[src/rtl/array_pkg.sv]
// Shared types and defaults for the PE-array input feeder.
package array_pkg;

  localparam int unsigned DEF_DATA_WIDTH = 8;
  localparam int unsigned DEF_BLOCK_LEN  = 8;
  localparam int unsigned IDX_W          = $clog2(DEF_BLOCK_LEN);

  typedef logic [DEF_DATA_WIDTH-1:0] data_t;

  typedef enum logic [0:0] {
    IDLE,
    ISSUE
  } feeder_state_e;

  // The array latches its operands on the first two samples of every block.
  function automatic logic is_load_slot(input int unsigned idx);
    return idx < 32'd2;
  endfunction

endpackage

[src/rtl/array_feeder_if.sv]
// Sample stream in, array control out. The feeder takes the slave view.
interface array_feeder_if #(
  parameter int unsigned DATA_WIDTH = array_pkg::DEF_DATA_WIDTH
);

  logic [DATA_WIDTH-1:0] in_data;
  logic                  in_valid;
  logic                  in_last;
  logic                  in_ready;
  logic                  issue_en;
  logic [DATA_WIDTH-1:0] x;
  logic                  sum_diff_sel;
  logic                  load;
  logic                  out_valid;

  modport master (
    output in_data, in_valid, in_last, issue_en,
    input  in_ready, x, sum_diff_sel, load, out_valid
  );

  modport slave (
    input  in_data, in_valid, in_last, issue_en,
    output in_ready, x, sum_diff_sel, load, out_valid
  );

endinterface

[src/rtl/array_feeder_pingpong_bank.sv]
// Two register banks of BLOCK_LEN samples with full flags. The writer fills one bank
// while the reader drains the other; a short block is zero-padded on its last write.
module pingpong_bank
  import array_pkg::*;
#(
  parameter int unsigned DATA_WIDTH = DEF_DATA_WIDTH,
  parameter int unsigned BLOCK_LEN  = DEF_BLOCK_LEN
) (
  input  logic                         clk,
  input  logic                         rst,
  input  logic [DATA_WIDTH-1:0]        wr_data,
  input  logic                         wr_valid,
  input  logic                         wr_last,
  output logic                         wr_ready,
  output logic                         wr_done,
  output logic                         wr_bank,
  input  logic                         rd_bank,
  input  logic [$clog2(BLOCK_LEN)-1:0] rd_idx,
  input  logic                         rd_release,
  output logic [DATA_WIDTH-1:0]        rd_data,
  output logic [1:0]                   full
);

  localparam int unsigned     IdxW    = $clog2(BLOCK_LEN);
  localparam logic [IdxW-1:0] LastIdx = IdxW'(BLOCK_LEN - 1);

  logic [1:0]            full_q, full_d;
  logic                  wbank_q;
  logic [IdxW-1:0]       wptr_q;
  logic                  accept;
  logic [DATA_WIDTH-1:0] rd_view [2][BLOCK_LEN];

  assign wr_ready = ~full_q[wbank_q];
  assign accept   = wr_valid & wr_ready;
  assign wr_done  = accept & ((wptr_q == LastIdx) | wr_last);
  assign wr_bank  = wbank_q;
  assign full     = full_q;
  assign rd_data  = rd_view[rd_bank][rd_idx];

  // Next full flags: the reader frees its bank, the writer seals its own. They never
  // coincide on one bank because the writer only ever points at an empty bank.
  always_comb begin
    full_d = full_q;
    if (rd_release) begin
      full_d[rd_bank] = 1'b0;
    end
    if (wr_done) begin
      full_d[wbank_q] = 1'b1;
    end
  end

  // Write pointer, active write bank and full flags.
  always_ff @(posedge clk or posedge rst) begin
    if (rst) begin
      full_q  <= '0;
      wbank_q <= 1'b0;
      wptr_q  <= '0;
    end else begin
      full_q <= full_d;
      if (accept) begin
        if (wr_done) begin
          wptr_q  <= '0;
          wbank_q <= ~wbank_q;
        end else begin
          wptr_q <= wptr_q + IdxW'(1);
        end
      end
    end
  end

  for (genvar b = 0; b < 2; b++) begin : g_bank
    for (genvar i = 0; i < BLOCK_LEN; i++) begin : g_entry
      logic [DATA_WIDTH-1:0] entry_q;
      logic                  sel_bank;

      assign sel_bank       = accept & (wbank_q == 1'(b));
      assign rd_view[b][i]  = entry_q;

      // Store the sample at the write pointer; on in_last clear everything above it.
      always_ff @(posedge clk or posedge rst) begin
        if (rst) begin
          entry_q <= '0;
        end else if (sel_bank) begin
          if (wptr_q == IdxW'(i)) begin
            entry_q <= wr_data;
          end else if (wr_last && (IdxW'(i) > wptr_q)) begin
            entry_q <= '0;
          end
        end
      end
    end
  end

endmodule

[src/rtl/array_feeder.sv]
// Buffers the sample stream into ping-pong blocks and replays each full block to the
// sum/difference PE array as one burst with registered x / sum_diff_sel / load.
module array_feeder
  import array_pkg::*;
#(
  parameter int unsigned DATA_WIDTH = DEF_DATA_WIDTH,
  parameter int unsigned BLOCK_LEN  = DEF_BLOCK_LEN
) (
  input logic           clk,
  input logic           rst,
  array_feeder_if.slave bus
);

  localparam int unsigned     IdxW    = $clog2(BLOCK_LEN);
  localparam logic [IdxW-1:0] LastIdx = IdxW'(BLOCK_LEN - 1);

  feeder_state_e         state_q, state_d;
  logic                  rbank_q, rbank_d;
  logic [IdxW-1:0]       ridx_q, ridx_d;
  logic                  rd_release;
  logic                  issue_fire;

  logic                  wr_ready;
  logic                  wr_done;
  logic                  wr_bank;
  logic [1:0]            full;
  logic [DATA_WIDTH-1:0] rd_data;
  logic                  cur_full;
  logic                  other_full;

  logic [DATA_WIDTH-1:0] x_q, x_d;
  logic                  sel_q, sel_d;
  logic                  load_q, load_d;
  logic                  valid_q, valid_d;

  pingpong_bank #(
    .DATA_WIDTH (DATA_WIDTH),
    .BLOCK_LEN  (BLOCK_LEN)
  ) u_bank (
    .clk        (clk),
    .rst        (rst),
    .wr_data    (bus.in_data),
    .wr_valid   (bus.in_valid),
    .wr_last    (bus.in_last),
    .wr_ready   (wr_ready),
    .wr_done    (wr_done),
    .wr_bank    (wr_bank),
    .rd_bank    (rbank_q),
    .rd_idx     (ridx_q),
    .rd_release (rd_release),
    .rd_data    (rd_data),
    .full       (full)
  );

  assign bus.in_ready = wr_ready;

  // Bank full as of the coming edge, including a block the writer seals this cycle.
  // This is what lets the first sample go out one edge after the block completes and
  // lets a burst roll straight into the other bank without a bubble.
  assign cur_full   = full[rbank_q] | (wr_done & (wr_bank == rbank_q));
  assign other_full = full[~rbank_q] | (wr_done & (wr_bank != rbank_q));

  // Read FSM state, read bank and read index.
  always_ff @(posedge clk or posedge rst) begin
    if (rst) begin
      state_q <= IDLE;
      rbank_q <= 1'b0;
      ridx_q  <= '0;
    end else begin
      state_q <= state_d;
      rbank_q <= rbank_d;
      ridx_q  <= ridx_d;
    end
  end

  // Next state: wait for a full bank, then step through it while issue_en is high.
  always_comb begin
    state_d    = state_q;
    rbank_d    = rbank_q;
    ridx_d     = ridx_q;
    rd_release = 1'b0;
    issue_fire = 1'b0;
    unique case (state_q)
      IDLE: begin
        if (cur_full) begin
          state_d = ISSUE;
        end
      end
      ISSUE: begin
        if (bus.issue_en) begin
          issue_fire = 1'b1;
          if (ridx_q == LastIdx) begin
            rd_release = 1'b1;
            rbank_d    = ~rbank_q;
            ridx_d     = '0;
            state_d    = other_full ? ISSUE : IDLE;
          end else begin
            ridx_d = ridx_q + IdxW'(1);
          end
        end
      end
      default: state_d = IDLE;
    endcase
  end

  // Array control for the sample being issued; all zero on idle and stalled cycles.
  always_comb begin
    x_d     = '0;
    sel_d   = 1'b0;
    load_d  = 1'b0;
    valid_d = 1'b0;
    if (issue_fire) begin
      x_d     = rd_data;
      sel_d   = ridx_q[0];
      load_d  = is_load_slot(32'(ridx_q));
      valid_d = 1'b1;
    end
  end

  // Output registers; reset clears them immediately so nothing stale reaches the array.
  always_ff @(posedge clk or posedge rst) begin
    if (rst) begin
      x_q     <= '0;
      sel_q   <= 1'b0;
      load_q  <= 1'b0;
      valid_q <= 1'b0;
    end else begin
      x_q     <= x_d;
      sel_q   <= sel_d;
      load_q  <= load_d;
      valid_q <= valid_d;
    end
  end

  assign bus.x            = x_q;
  assign bus.sum_diff_sel = sel_q;
  assign bus.load         = load_q;
  assign bus.out_valid    = valid_q;

endmodule

[src/flat_wrapper.sv]
// flat-port wrapper written by rule: the top's interface ports become plain ports
module array_feeder_flat import array_pkg::*;
#(
  parameter int unsigned DATA_WIDTH = DEF_DATA_WIDTH,
  parameter int unsigned BLOCK_LEN  = DEF_BLOCK_LEN
)
  (clk, rst, bus_in_data, bus_in_valid, bus_in_last, bus_issue_en, bus_in_ready, bus_x, bus_sum_diff_sel, bus_load, bus_out_valid);
  array_feeder_if #(.DATA_WIDTH(DATA_WIDTH)) bus_i ();
  input logic clk;
  input logic rst;
  input wire logic [$bits(bus_i.in_data)-1:0] bus_in_data;
  input wire logic [$bits(bus_i.in_valid)-1:0] bus_in_valid;
  input wire logic [$bits(bus_i.in_last)-1:0] bus_in_last;
  input wire logic [$bits(bus_i.issue_en)-1:0] bus_issue_en;
  output wire logic [$bits(bus_i.in_ready)-1:0] bus_in_ready;
  output wire logic [$bits(bus_i.x)-1:0] bus_x;
  output wire logic [$bits(bus_i.sum_diff_sel)-1:0] bus_sum_diff_sel;
  output wire logic [$bits(bus_i.load)-1:0] bus_load;
  output wire logic [$bits(bus_i.out_valid)-1:0] bus_out_valid;
  assign bus_i.in_data = bus_in_data;
  assign bus_i.in_valid = bus_in_valid;
  assign bus_i.in_last = bus_in_last;
  assign bus_i.issue_en = bus_issue_en;
  assign bus_in_ready = bus_i.in_ready;
  assign bus_x = bus_i.x;
  assign bus_sum_diff_sel = bus_i.sum_diff_sel;
  assign bus_load = bus_i.load;
  assign bus_out_valid = bus_i.out_valid;
  array_feeder #(.DATA_WIDTH(DATA_WIDTH), .BLOCK_LEN(BLOCK_LEN)) u_core (.clk(clk), .rst(rst), .bus(bus_i));
endmodule
[config.mk]
export PLATFORM = sky130hd
export DESIGN_NAME = array_feeder_flat
export DESIGN_NICKNAME = d
export VERILOG_FILES = /design/src/rtl/array_pkg.sv /design/src/rtl/array_feeder_if.sv /design/src/rtl/array_feeder_pingpong_bank.sv /design/src/rtl/array_feeder.sv /design/src/flat_wrapper.sv
export SDC_FILE = /design/constraint.sdc
export NUM_CORES = 1
export LEC_CHECK = 0
export ABC_AREA = 1
export CORE_MARGIN = 3
export CORE_UTILIZATION = 40
export CTS_BUF_LIST = sky130_fd_sc_hd__clkbuf_16
export CTS_CLUSTER_DIAMETER = 50
export DETAILED_ROUTE_END_ITERATION = 7
export REMOVE_ABC_BUFFERS = 1
export SYNTH_ARGS = -nofsm -noshare
export SYNTH_HDL_FRONTEND = slang
export SYNTH_SLANG_ARGS = --single-unit
[constraint.sdc]
create_clock -name clk -period 5.75 [get_ports clk]
set_input_delay 1.15 -clock clk [delete_from_list [all_inputs] [get_ports clk]]
set_output_delay 1.15 -clock clk [all_outputs]
set_load 0.05 [all_outputs]
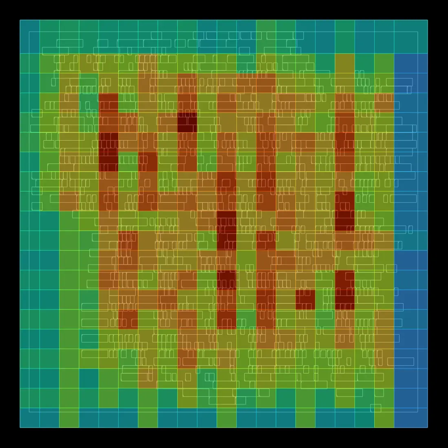
**Above:** track usage over the die.
GRT met3 Usage: 0.04454
per-cell routed wire length: 16.41 um
GRT Resource Usage Total: 0.2135
utilization after layout: 0.4680

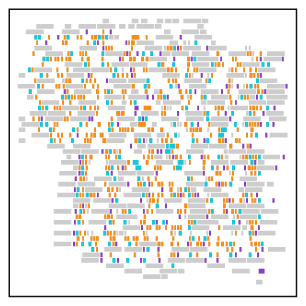
**Above:** selected gate families.
Drawn at 2 px/um.
- inverters: purple (cells 134; where spread over the die)
- inverting AOI/OAI gates: cyan (cells 154; where spread over the die)
- NAND gates: orange (cells 457; where spread over the die)

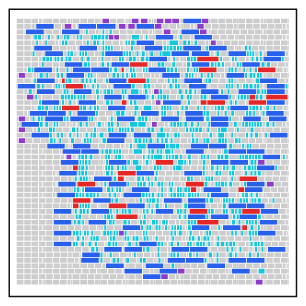
**Above:** placement by cell class.
Drawn at 2 px/um. Fill, decap, tap and diode cells in gray.
- all other logic: cyan (cells 821; share of their area 43%)
- clock drivers and dummy loads: red (cells 32; share of their area 7.7%)
- flip-flops: blue (cells 150; share of their area 46%)
- other buffers and delay cells: purple (cells 32; share of their area 3.7%)

==> out/metrics.yaml <==
synth:
  synth.area.top_cells: "sky130_fd_sc_hd__dfrtp_1 (50%), sky130_fd_sc_hd__nand2_1 (18%), sky130_fd_sc_hd__o21ai_0 (6.7%), sky130_fd_sc_hd__inv_1 (6.5%), sky130_fd_sc_hd__nand3_1 (5.4%)"
  synth.cells.most_frequent: "sky130_fd_sc_hd__nand2_1 (368), sky130_fd_sc_hd__dfrtp_1 (150), sky130_fd_sc_hd__inv_1 (129)"
  postSynthCellCount: 1011
  yosys.cell_types.count: 23
  synth.avg_cell_area_um2: 7.408
  top_cell_area_share: 0.5012
  yosysSeqAreaShare: 0.5012
  post-synth-top-area-cell: "sky130_fd_sc_hd__dfrtp_1"
  ys_sh_aoi: 0.1069
  post-synth-top-count-cell: "sky130_fd_sc_hd__nand2_1"
  synth-async-reset-ratio: 1.000
  netlist_logic_family_top: "simple AND/OR/NAND/NOR gates"
  synthMuxAreaShare: 0
  synth.ff_latch_count: 150
  synth.cellmix.xorXnorShare: 0
  ys_chip_area_um2: 7490
  ys.flop_type: "sky130_fd_sc_hd__dfrtp_1"
critical_path:
  rrSetupSlack_ns: 3.37
  category_of_the_worst_setup_path_launch_point: "flip-flop"
  critical_path.n_buffers_inverters: 2
  path_max_fanout: 5
  critPathLaunch: "u_core.u_bank.wr_bank"
  crit_path_cell_trace: "inv_2, nand2_1, nand2_2, clkdlybuf4s50_1"
  critical_path_endpoint_category: "primary output"
  worst-endpoint-arrival_ns: 2.08
  critPathRequiredTime_ns: 4.60
  path_class: "reg -> out"
  cpPeakStageDelay_ns: 0.80
  worst_r2r_startpoint: "u_core.ridx_q[1]"
  critPathSlowestCell: "sky130_fd_sc_hd__clkdlybuf4s50_1"
  worst-r2r-cell-count: 6
run_status:
  run_status: "finished clean"
clock_tree:
  clkSlewWorstSetupHoldPaths_ns: 0.07
  clock_tree_from_tritoncts: "yes"
  clock_insertion_delay_at_the_later_pin_of_the_skew_report_ns: 0.43
  ctsResizeCount: 0
  cts-root-to-sink-buffers: 2
  post_cts_hold_buffer_count: 0
  maximum_level_of_the_cts_h_tree: 4
  cts_post_setup_buffers_inserted: 0
  clock-sinks: 150
place:
  buffer_ports.inserted: 24
  gp_congestion: 0.8995
  dpl.hpwl_um: 13100
  detailed_place.area_um2: 7864
  number_of_cells_after_detailed_placement: 1232
  post-place-ws_ns: 2.798
power_and_ir_drop:
  seq_power_share: 0.339
  finalPower_uw: 4621
  powerDensity_nw_per_um2: 544.0
  share_comb_of_total_power: 0.402
  swShare: 0.4246
  pwr.group.combinational_uw: 1860
  leakage_uw: 0.004121
  netSwitchingPower_uw: 1962
  p_seq_uw: 1570
  internal_pwr_total_uw: 2659
  top_power_group: "combinational cells"
  power.ir.vdd_worst_v: 0.0002683
  powerClk_uw: 1190
  power_frac_clock: 0.258
die:
  io_pins: 25
  chip_area_um2: 20400
  floorplanUtilization: 0.4127
  die_w_um: 142.8
  nWellTaps: 229
  floorplan.rows: 49
final_layout:
  final.fill_count: 1827
  comb_area_frac: 0.3546
  inv_count: 134
  drive_above_1_share: 0.06184
  area.combinational_um2: 3012
  clkbuf_count: 17
  layout_top_cell_excl_fill_tap: "sky130_fd_sc_hd__nand2_1"
  synthToLayoutAreaGrowth_pct: 13.40
  nonClkBufAreaFrac: 0.03536
  final_cell_count_without_fillers: 1264
  seq_area_frac: 0.4421
  final_layout_top_logic_cells: "sky130_fd_sc_hd__nand2_1 (368), sky130_fd_sc_hd__dfrtp_1 (149), sky130_fd_sc_hd__inv_1 (128)"
  antennaDiodeCount: 0
  dominant-cell-class: "sequential cells"
route:
  routed-wl-met3_um: 1123
  dr_total_vias: 6434
  topRoutingLayerUsed: "met4"
  detail_route.wirelength.met1_um: 10020
  antenna_left: 0
  detail_route.drc_violations: 0
timing:
  finalWorstSetupSlack_ns: 2.524
  setup_tns_ns: 0
  clk_skew_ns: 0.01305
  setup_viols_final: 0
  max_freq_ghz: 0.3100
  whs_ns: 0.4748
  slew-limit-headroom: 0.4554
  layout_min_cycle_time_ns: 3.226
  fin_crit_sh: 0.5610
global_route:
  pin_count_of_the_biggest_net_entering_global_routing: 75
  use_met2: 0.3234
  globalRouteOverflowTotal: 0
  via_count_of_the_first_global_routing_pass: 6311
  groute.layer.met1.usage: 0.3083
  initial_antenna_violation_count: 0
min_path:
  worst_hold_startpoint: "u_core.u_bank.g_bank[0].g_entry[4].entry_q[3]"
  min_delay_path_depth: 2
  min-delay-path-class: "reg -> reg"
job:
  max-cap-violations: 0
